$ cat config.mk
export PLATFORM = sky130hd
export DESIGN_NAME = mem_port_arbiter
export DESIGN_NICKNAME = d
export VERILOG_FILES = /design/src/rtl/mem_port_arbiter.sv
export SDC_FILE = /design/constraint.sdc
export NUM_CORES = 1
export LEC_CHECK = 0
export CAP_MARGIN = 5
export CORE_MARGIN = 2
export CORE_UTILIZATION = 48
export DETAILED_ROUTE_END_ITERATION = 10
export MAX_ROUTING_LAYER = met4
export PLACE_DENSITY = 0.76
export SETUP_SLACK_MARGIN = 0.5
export SKIP_LAST_GASP = 1
export SYNTH_ARGS = -nofsm -noshare
export SYNTH_HDL_FRONTEND = slang
export SYNTH_SLANG_ARGS = --single-unit
$ cat constraint.sdc
create_clock -name clk -period 1.91 [get_ports clk]
set_input_delay 0.382 -clock clk [delete_from_list [all_inputs] [get_ports clk]]
set_output_delay 0.382 -clock clk [all_outputs]
set_load 0.005 [all_outputs]
$ cat src/rtl/mem_port_arbiter.sv
// mem_port_arbiter
// Shares the single unified memory port between instruction fetch (IF) and
// data memory (DM). Round-robin on contention, variable-latency request/ready
// handshake, per-transaction timeout, and a sticky bus error flag.
//
// Ports:
//   clk, rst_n          clock, async active-low reset
//   if_req, dm_req      requests, held high until the matching done pulse
//   dm_we               DM access is a store (valid while dm_req)
//   mem_ready           memory completes the current access this cycle
//   mux_sel             address/wdata mux select: 0 = IF, 1 = DM
//   mem_req, mem_we     memory port request / write enable
//   if_done, dm_done    one-cycle completion pulses
//   if_stall, dm_stall  combinational hold signals for the pipeline
//   busy                a grant is in progress
//   bus_error           sticky: some access timed out
module mem_port_arbiter #(
  parameter int TIMEOUT_CYCLES = 15,
  parameter int CNT_WIDTH      = 4
) (
  input  logic clk,
  input  logic rst_n,
  input  logic if_req,
  input  logic dm_req,
  input  logic dm_we,
  input  logic mem_ready,
  output logic mux_sel,
  output logic mem_req,
  output logic mem_we,
  output logic if_done,
  output logic dm_done,
  output logic if_stall,
  output logic dm_stall,
  output logic busy,
  output logic bus_error
);

  typedef enum logic [1:0] {IDLE, GNT_IF, GNT_DM} state_e;

  localparam logic [CNT_WIDTH-1:0] CNT_LAST = CNT_WIDTH'(TIMEOUT_CYCLES - 1);

  state_e               state_q, state_d;
  logic                 mux_sel_q, mux_sel_d;
  logic                 mem_req_q, mem_req_d;
  logic                 mem_we_q, mem_we_d;
  logic                 if_done_q, if_done_d;
  logic                 dm_done_q, dm_done_d;
  logic                 bus_error_q, bus_error_d;
  logic                 last_dm_q, last_dm_d;   // last_served: 0 = IF, 1 = DM
  logic [CNT_WIDTH-1:0] cnt_q, cnt_d;

  logic if_elig, dm_elig;

  // A requester is not eligible in its own done cycle: its req is still the
  // old, already-served request.
  assign if_elig = if_req & ~if_done_q;
  assign dm_elig = dm_req & ~dm_done_q;

  always_comb begin
    state_d     = state_q;
    mux_sel_d   = mux_sel_q;
    mem_req_d   = mem_req_q;
    mem_we_d    = mem_we_q;
    if_done_d   = 1'b0;
    dm_done_d   = 1'b0;
    bus_error_d = bus_error_q;
    last_dm_d   = last_dm_q;
    cnt_d       = cnt_q;
    case (state_q)
      IDLE: begin
        // IF wins when it is alone or when DM was served last.
        if (if_elig && (!dm_elig || last_dm_q)) begin
          state_d   = GNT_IF;
          mux_sel_d = 1'b0;
          mem_req_d = 1'b1;
          mem_we_d  = 1'b0;
          cnt_d     = '0;
          last_dm_d = 1'b0;
        end else if (dm_elig) begin
          state_d   = GNT_DM;
          mux_sel_d = 1'b1;
          mem_req_d = 1'b1;
          mem_we_d  = dm_we;
          cnt_d     = '0;
          last_dm_d = 1'b1;
        end
      end
      GNT_IF, GNT_DM: begin
        if (mem_ready || cnt_q == CNT_LAST) begin
          // Completion and timeout share the same exit; timeout also
          // raises the sticky error.
          state_d   = IDLE;
          mem_req_d = 1'b0;
          mem_we_d  = 1'b0;
          if (state_q == GNT_IF) if_done_d = 1'b1;
          else                   dm_done_d = 1'b1;
          if (!mem_ready) bus_error_d = 1'b1;
        end else begin
          cnt_d = cnt_q + 1'b1;
        end
      end
      default: state_d = IDLE;
    endcase
  end

  always_ff @(posedge clk or negedge rst_n) begin
    if (!rst_n) begin
      state_q     <= IDLE;
      mux_sel_q   <= 1'b0;
      mem_req_q   <= 1'b0;
      mem_we_q    <= 1'b0;
      if_done_q   <= 1'b0;
      dm_done_q   <= 1'b0;
      bus_error_q <= 1'b0;
      last_dm_q   <= 1'b0;
      cnt_q       <= '0;
    end else begin
      state_q     <= state_d;
      mux_sel_q   <= mux_sel_d;
      mem_req_q   <= mem_req_d;
      mem_we_q    <= mem_we_d;
      if_done_q   <= if_done_d;
      dm_done_q   <= dm_done_d;
      bus_error_q <= bus_error_d;
      last_dm_q   <= last_dm_d;
      cnt_q       <= cnt_d;
    end
  end

  assign mux_sel   = mux_sel_q;
  assign mem_req   = mem_req_q;
  assign mem_we    = mem_we_q;
  assign if_done   = if_done_q;
  assign dm_done   = dm_done_q;
  assign bus_error = bus_error_q;
  assign busy      = (state_q != IDLE);
  assign if_stall  = if_req & ~if_done_q;
  assign dm_stall  = dm_req & ~dm_done_q;

endmodule
==> results.json, run 1 <==
{
  "outcome": "finished clean",
  "drive_above_1_share_pct": 37.14,
  "setup_viol": 0,
  "htreeDepth": 1,
  "grt_overflow": 0,
  "slowest_stage": "dfrtp_1",
  "critPathRequiredTime_ns": 1.53,
  "grt_pass1_wl_um": 2580,
  "cts-root-buf": "clkbuf_4",
  "top_cells_by_area": "dfrtp_1 43%, ha_1 7.2%, nand2_1 4.3%",
  "critPathArrivalTime_ns": 1.05,
  "dpl.hpwl_um": 1088,
  "slew_headroom_pct": 60.31,
  "grt_max_degree": 13,
  "viasPerCell": 5.833,
  "top_area_share_pct": 42.93,
  "synth-main-ff-cell": "dfrtp_1",
  "io_pins": 15,
  "min_period_ns": 1.429,
  "netlist-cell-type-count": 33,
  "hold_class": "in -> async",
  "clk_pin_slew_ns": 0.08,
  "fin_crit_sh_pct": 74.79,
  "rows": 13,
  "comb_area_um2": 424.2,
  "worst_pin_slew_ns": 0.5935,
  "antenna_found_initial": 0,
  "critPathKind": "reg -> out",
  "synthCells": 74,
  "yosysTopAreaCell": "dfrtp_1",
  "synth-edff-count": 0,
  "drv_cap": 0,
  "critPathTopFamily": "flip-flops",
  "io_buffer_count": 14,
  "clk_latency_ns": 0.28,
  "crit_path_end_kind": "primary output",
  "finalClockSkew_ns": 0.006915,
  "wirelength_um": 1885,
  "fp_util_pct": 52.44,
  "warning_count": 31,
  "cts_buffer_depth": 2,
  "yosysWarnings": 0,
  "vias": 700,
  "critical_path.max_fanout": 4,
  "cts_buffers": 3,
  "num-nets-final": 117,
  "drtAntennaViolNets": 0,
  "cp_num_buf_inv": 3,
  "start_kind": "register",
  "synthTopCellsByCount": "12 x dfrtp_1, 8 x nand2_1, 6 x inv_1",
  "ys_cells": 74,
  "first_global_vias": 553,
  "ys_seq_share_pct": 42.93,
  "ys_ff": 12,
  "area_growth_syn_to_layout_pct": 49.55,
  "path_cells": "inv_2 > ha_4 > inv_4 > buf_6",
  "drc": 0,
  "maxSlewViolCount": 0,
  "ctsHoldBuffers": 0,
  "rsz0062_at_grt": "true",
  "wl_per_cell_um": 15.71,
  "globalplace.congestion": 0.7156,
  "tns_ns": 0,
  "fp.dieArea_mm2": 0.001778,
  "ys_area_um2": 699.4,
  "first_pass_iters": 4,
  "max_stage_delay_ns": 0.39,
  "cts_sinks": 12,
  "final_util_pct": 78.42,
  "cts_tree": "done",
  "final-hold-violation-count": 0,
  "fillCellCount": 85,
  "p_leak_nw": 0.5516,
  "first_iter_violations": 25,
  "ff_latch_area_um2": 300.3,
  "async_flop_share_pct": 100.0,
  "fp_nets": 84,
  "antennaDiodeCount": 0,
  "top_cell": "dfrtp_1",
  "avgSynthCellArea_um2": 9.452,
  "fmax_mhz": 700.0,
  "grt_usage_pct": 20.46,
  "synth_area_um2": 699.4,
  "power_density_mw_per_mm2": 1452
}
[run 1: kinds of logic after synthesis]
kind of cell,count (synthesis),synth area share (%)
AOI/OAI and AO/OA,22,22.01
adders and majority gates,4,7.156
buffers and inverters,11,7.335
DFF,12,42.93
and+or+nand+nor,25,20.57
[run 1: metal layers]
layer / GRT usage, % / vias up / share of wire, %
met4: 11.25 / 0 / 2.2
met1: 26.54 / 345 / 45
li1: - / 328 / -
met3: 2.586 / 4 / 4.0
met5: - / - / 0
met2: 30.77 / 23 / 49
[run 1: metrics by stage]
step	instance area [um2]	worst slack (ns)	power [mW]	hold slack [ns]	cells
finish	1046	0.4815	1.518	0.4696	120
global route	1046	0.4523	1.619	0.5048	120
detailed placement	879.6	0.04801	1.083	0.4731	105
floorplan	710.7	0.4890	0.8658	0.08641	74
CTS	964.7	0.4038	1.346	0.4859	115
global placement	879.6	0.05103	1.066	0.4636	105
[run 1: worst paths after layout]
check / start / endpoint / slack, ns / cells after the start
max: state_q[1]$_DFFE_PN0P_ / busy / 0.48 / 4
min: rst_n / cnt_q[3]$_DFFE_PN0P_ / 0.47 / 1
max reg2reg: cnt_q[0]$_DFFE_PN0P_ / state_q[1]$_DFFE_PN0P_ / 0.54 / 6
min reg2reg: bus_error$_DFFE_PN0P_ / bus_error$_DFFE_PN0P_ / 0.48 / 1
max in group asynchronous: rst_n / dm_done$_DFF_PN0_ / 1.05 / 1
min in group clk: bus_error$_DFFE_PN0P_ / bus_error$_DFFE_PN0P_ / 0.48 / 1
[run 1: layout by cell type (no fill, tap or decap), types with 3 or more instances in the layout]
master,count
buf_4,15
dfrtp_1,12
nand2_1,8
dlygate4sd2_1,8
nor2_1,5
inv_2,4
inv_1,3
o21ai_1,3
a21o_1,3
a21oi_1,3
clkbuf_4,3
[run 1: where the power goes]
part / internal (mW) / switching, mW / total [mW]
clock: 0.0732 / 0.0920 / 0.165
combinational: 0.474 / 0.482 / 0.956
sequential: 0.338 / 0.0590 / 0.397
total: 0.885 / 0.633 / 1.52
[run 1: cell type report]
| cell class | count | share of cell area, % |
|---|---|---|
| Clock buffer | 3 | 2.153 |
| Inverter | 8 | 3.110 |
| Multi-Input combinational cell | 52 | 40.55 |
| Sequential cell | 12 | 28.71 |
| Tap cell | 15 | 1.794 |
| Timing Repair Buffer | 30 | 23.68 |
[run 1: flip-flops by register name, indices dropped and copies added (netlist names)]
name,cells
bus_error,1
if_done,1
dm_done,1
mem_we,1
last_dm_q,1
state_q,2
mem_req,1
cnt_q,4
[run 1: timing repair]
| action | CTS | global route |
|---|---|---|
| setup endpoints to repair | 16 | 9 |
| gates cloned | 1 | 0 |
| setup buffers | 6 | 5 |
| resized | 25 | 13 |
| pin swaps | 1 | 2 |
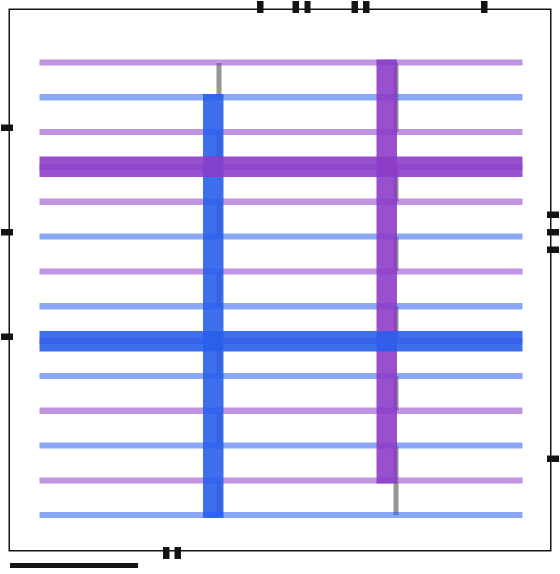
Run 1: PDN straps and rails
The bar under the picture is 10 um long. Pins as bars on the die edge. Tap cells in grey.
[VDD] purple
[VSS] blue
rows: 13
met1 rails: 14
met4 straps: 2
met5 straps: 2
signal pins: 15
Die H: 42.17 um
Peak VDD IR: 0.9957 mV
Die Span X: 42.17 um
CORE AREA: 0.001334 mm2

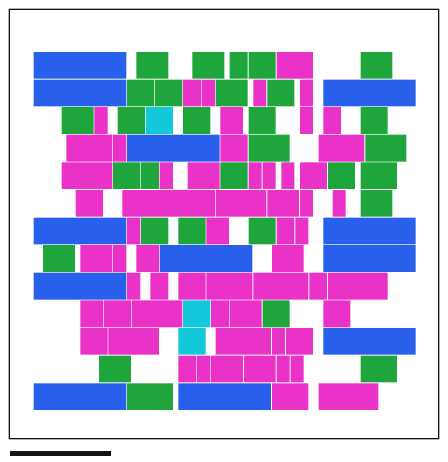
Run 1: cell classes on the final placement
The bar under the picture is 10 um long.
[combinational and other logic] magenta | cells: 60 | share of their area: 44%
[clock drivers] cyan | cells: 3 | share of their area: 2.2%
[remaining buffers and delay cells] green | cells: 30 | share of their area: 24%
[sequential cells] blue | cells: 12 | share of their area: 29%

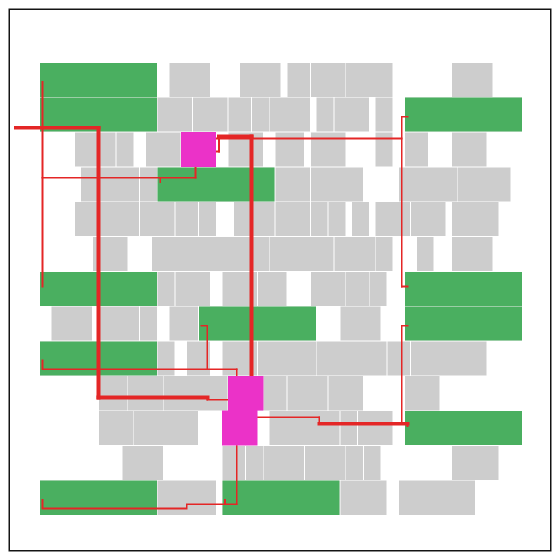
Run 1: clock wires, drivers and flops
[flip-flops] green | count: 12
[clock drivers] magenta | count: 3
[clock wires] red | length: 199 um
flops lie: spread over the die
routed clock nets: 4

## Run 2: what changed since run 1
--- a/config.mk
+++ b/config.mk
@@ -7,10 +7,10 @@
 export LEC_CHECK = 0
 export CAP_MARGIN = 5
 export CORE_MARGIN = 2
-export CORE_UTILIZATION = 48
+export CORE_UTILIZATION = 43
 export DETAILED_ROUTE_END_ITERATION = 10
 export MAX_ROUTING_LAYER = met4
-export PLACE_DENSITY = 0.76
+export PLACE_DENSITY = 0.72
 export SETUP_SLACK_MARGIN = 0.5
 export SKIP_LAST_GASP = 1
 export SYNTH_ARGS = -nofsm -noshare
==> constraint.sdc (replaced) <==
create_clock -name clk -period 1.19 [get_ports clk]
set_input_delay 0.238 -clock clk [delete_from_list [all_inputs] [get_ports clk]]
set_output_delay 0.238 -clock clk [all_outputs]
set_load 0.005 [all_outputs]
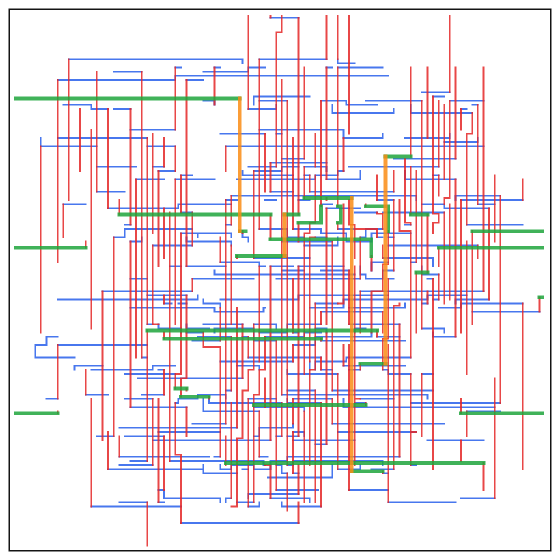
Run 2: routed metal, one colour a layer
[metal 3] green | wire length: 163 um
[metal 4] orange | wire length: 53.7 um
[metal 1] blue | wire length: 960 um
[metal 2] red | wire length: 1320 um
Total Wirelength: 2497 um
Tot GR Track Use: 25.97%
WL/cell: 18.23 um
vias: 805

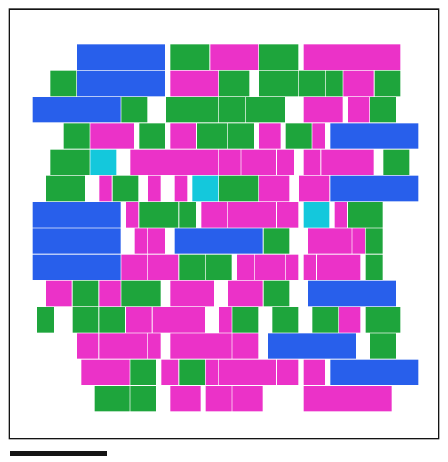
Run 2: cell classes on the final placement
The bar under the picture is 10 um long.
post-route cell area: 0.001262 mm2
row cnt: 14

==> run 2 against run 1 <==
  * The flow now finishes with violations (setup timing)
  * Critical endpoint is now cnt_q[0]$_DFFE_PN0P_
  * Non-clock buffer count is 16 higher
  * Register-to-register slack worse by 0.82 ns
  * Worst hold slack worse by 0.20 ns
  * Largest power group unchanged
  * Utilization is 4.4 points higher
  * First-iteration DRC count is 4.0% higher
  * Critical path depth is 2 higher
  * Area after synthesis stayed put
  * Sequential power is 66% higher
  * Synthesized cell count stayed put
  * Combinational power is 130% higher
  * Worst setup slack worse by 0.76 ns
==> results.json, run 2 <==
{
  "outcome": "finished, violations left",
  "violations": "setup timing",
  "yosysTopAreaCell": "dfrtp_1",
  "start_kind": "register",
  "maxSlewViolCount": 0,
  "top_cell": "dfrtp_1",
  "async_flop_share_pct": 100.0,
  "first_global_vias": 779,
  "fmax_mhz": 680.3,
  "drc": 0,
  "fp_util_pct": 45.89,
  "num-nets-final": 133,
  "cts_tree": "done",
  "synthCells": 74,
  "max_stage_delay_ns": 0.37,
  "clk_pin_slew_ns": 0.07,
  "final_util_pct": 82.84,
  "critPathRequiredTime_ns": 1.37,
  "lay_top_count": "buf_4",
  "antennaDiodeCount": 0,
  "first_pass_iters": 5,
  "drtAntennaViolNets": 0,
  "dpl.hpwl_um": 1276,
  "top_cells_by_area": "dfrtp_1 43%, ha_1 7.2%, nand2_1 4.3%",
  "setup_viol": 15,
  "fin_cells": 137,
  "rsz0062_at_grt": "true",
  "worst_slack_ns": -0.2800,
  "die_x_um": 44.33,
  "first_iter_violations": 26,
  "ys_cells": 74,
  "layout_top_cells": "26 x buf_4, 12 x dfrtp_1, 9 x buf_6, 5 x nand2_1, 5 x buf_2",
  "dpl_cell_area_mm2": 0.001011,
  "cts_sinks": 12,
  "netlist-cell-type-count": 33,
  "top_area_share_pct": 42.93,
  "core_mm2": 0.001524,
  "reg.largest.list": "cnt_q (4), state_q (2)",
  "fp_nets": 84,
  "fillCellCount": 84,
  "yosysWarnings": 0,
  "path_cells": "inv_2 > ha_4 > nand2b_4 > nor2b_4 > a21oi_1 > a31oi_1",
  "p_leak_nw": 0.6291,
  "critPathLaunch": "state_q[0]$_DFFE_PN0P_",
  "synth-edff-count": 0,
  "place_inst": 121,
  "grt_overflow": 0,
  "ys_area_um2": 699.4,
  "ff_latch_area_um2": 300.3,
  "final-hold-violation-count": 0,
  "worst_pin_slew_ns": 0.2730,
  "grt_pass1_wl_um": 3505,
  "comb_area_um2": 498.0,
  "drv_cap": 0,
  "io_buffer_count": 14,
  "grt_max_degree": 13,
  "critPathArrivalTime_ns": 1.65,
  "warning_count": 31
}
[run 2: cell types whose count changed in the layout (fill, tap and decap cells not counted), sizes merged]
cell           delta
dlymetal6s2s      -1
buf              +23
clkdlybuf4s50     +1
dlygate4sd2       -6
clkbuf            -1
[run 2: final timing paths]
path / end / slack [ns] / cells past startpoint
worst min register to register: bus_error$_DFFE_PN0P_ / 0.48 / 1
worst max register to register: cnt_q[0]$_DFFE_PN0P_ / -0.28 / 6
max in group asynchronous: if_done$_DFF_PN0_ / 0.76 / 2
worst min-delay path: mem_we$_DFFE_PN0P_ / 0.27 / 2
worst max-delay path: cnt_q[0]$_DFFE_PN0P_ / -0.28 / 6
min in group clk: bus_error$_DFFE_PN0P_ / 0.48 / 1
[run 2: stage by stage]
| stage | setup WS [ns] | hold slack, ns | TNS (ns) | total power [mW] |
|---|---|---|---|---|
| 6_report | -0.2800 | 0.2681 | -2.002 | 3.094 |
| 5_1_grt | -0.3006 | 0.2649 | -2.648 | 3.263 |
| 4_1_cts | -0.1592 | 0.2682 | -1.291 | 2.546 |
| 3_5_place_dp | -0.4113 | 0.4687 | -3.850 | 2.032 |
| 3_3_place_gp | -0.3939 | 0.4637 | -3.575 | 2.006 |
| 2_1_floorplan | -0.2308 | -0.05759 | -1.387 | 1.460 |
[run 2: worst max-delay path: cells and delay by family, from the launching register on]
| family | cells | cell delay (ns) |
|---|---|---|
| adders and majority gates | 1 | 0.31 |
| AOI/OAI and AO/OA | 2 | 0.30 |
| and+or+nand+nor | 2 | 0.34 |
| buffers and inverters | 1 | 0.07 |
| DFF | 1 | 0.37 |
[run 2: logic make-up after synthesis]
group | synth area share, %
fa+ha+maj | 7.156
compound gates | 22.01
simple gates | 20.57
buf+inv | 7.335
flops | 42.93
[run 2: final cells by class]
class	count	share of cell area, %
Inverter	8	2.973
Sequential cell	12	23.79
Clock buffer	3	1.784
Timing Repair Buffer	46	30.43
Tap cell	16	1.586
Multi-Input combinational cell	52	39.45
[run 2: repair_timing]
action / 4_1_cts / 5_1_grt
buffers inserted: 6 / 6
gates resized: 59 / 19
cloned: 1 / 0
pin swaps: 7 / 7
endpoints found under the setup margin: 21 / 21
[run 2: per-layer routing]
layer / part of all wire [%] / up-vias / global-route usage [%]
li1: - / 361 / -
met1: 38 / 395 / 30.57
met2: 53 / 41 / 43.24
met3: 6.5 / 8 / 6.531
met4: 2.1 / 0 / 8.485
met5: 0 / - / -
[run 2: where the power goes]
part	internal [mW]	leakage [nW]	switching [mW]
combinational	1.14	0.459	1.06
clock	0.117	0.0138	0.119
sequential	0.544	0.156	0.117
total	1.80	0.629	1.29
Power is estimated from default activity; no workload was simulated.
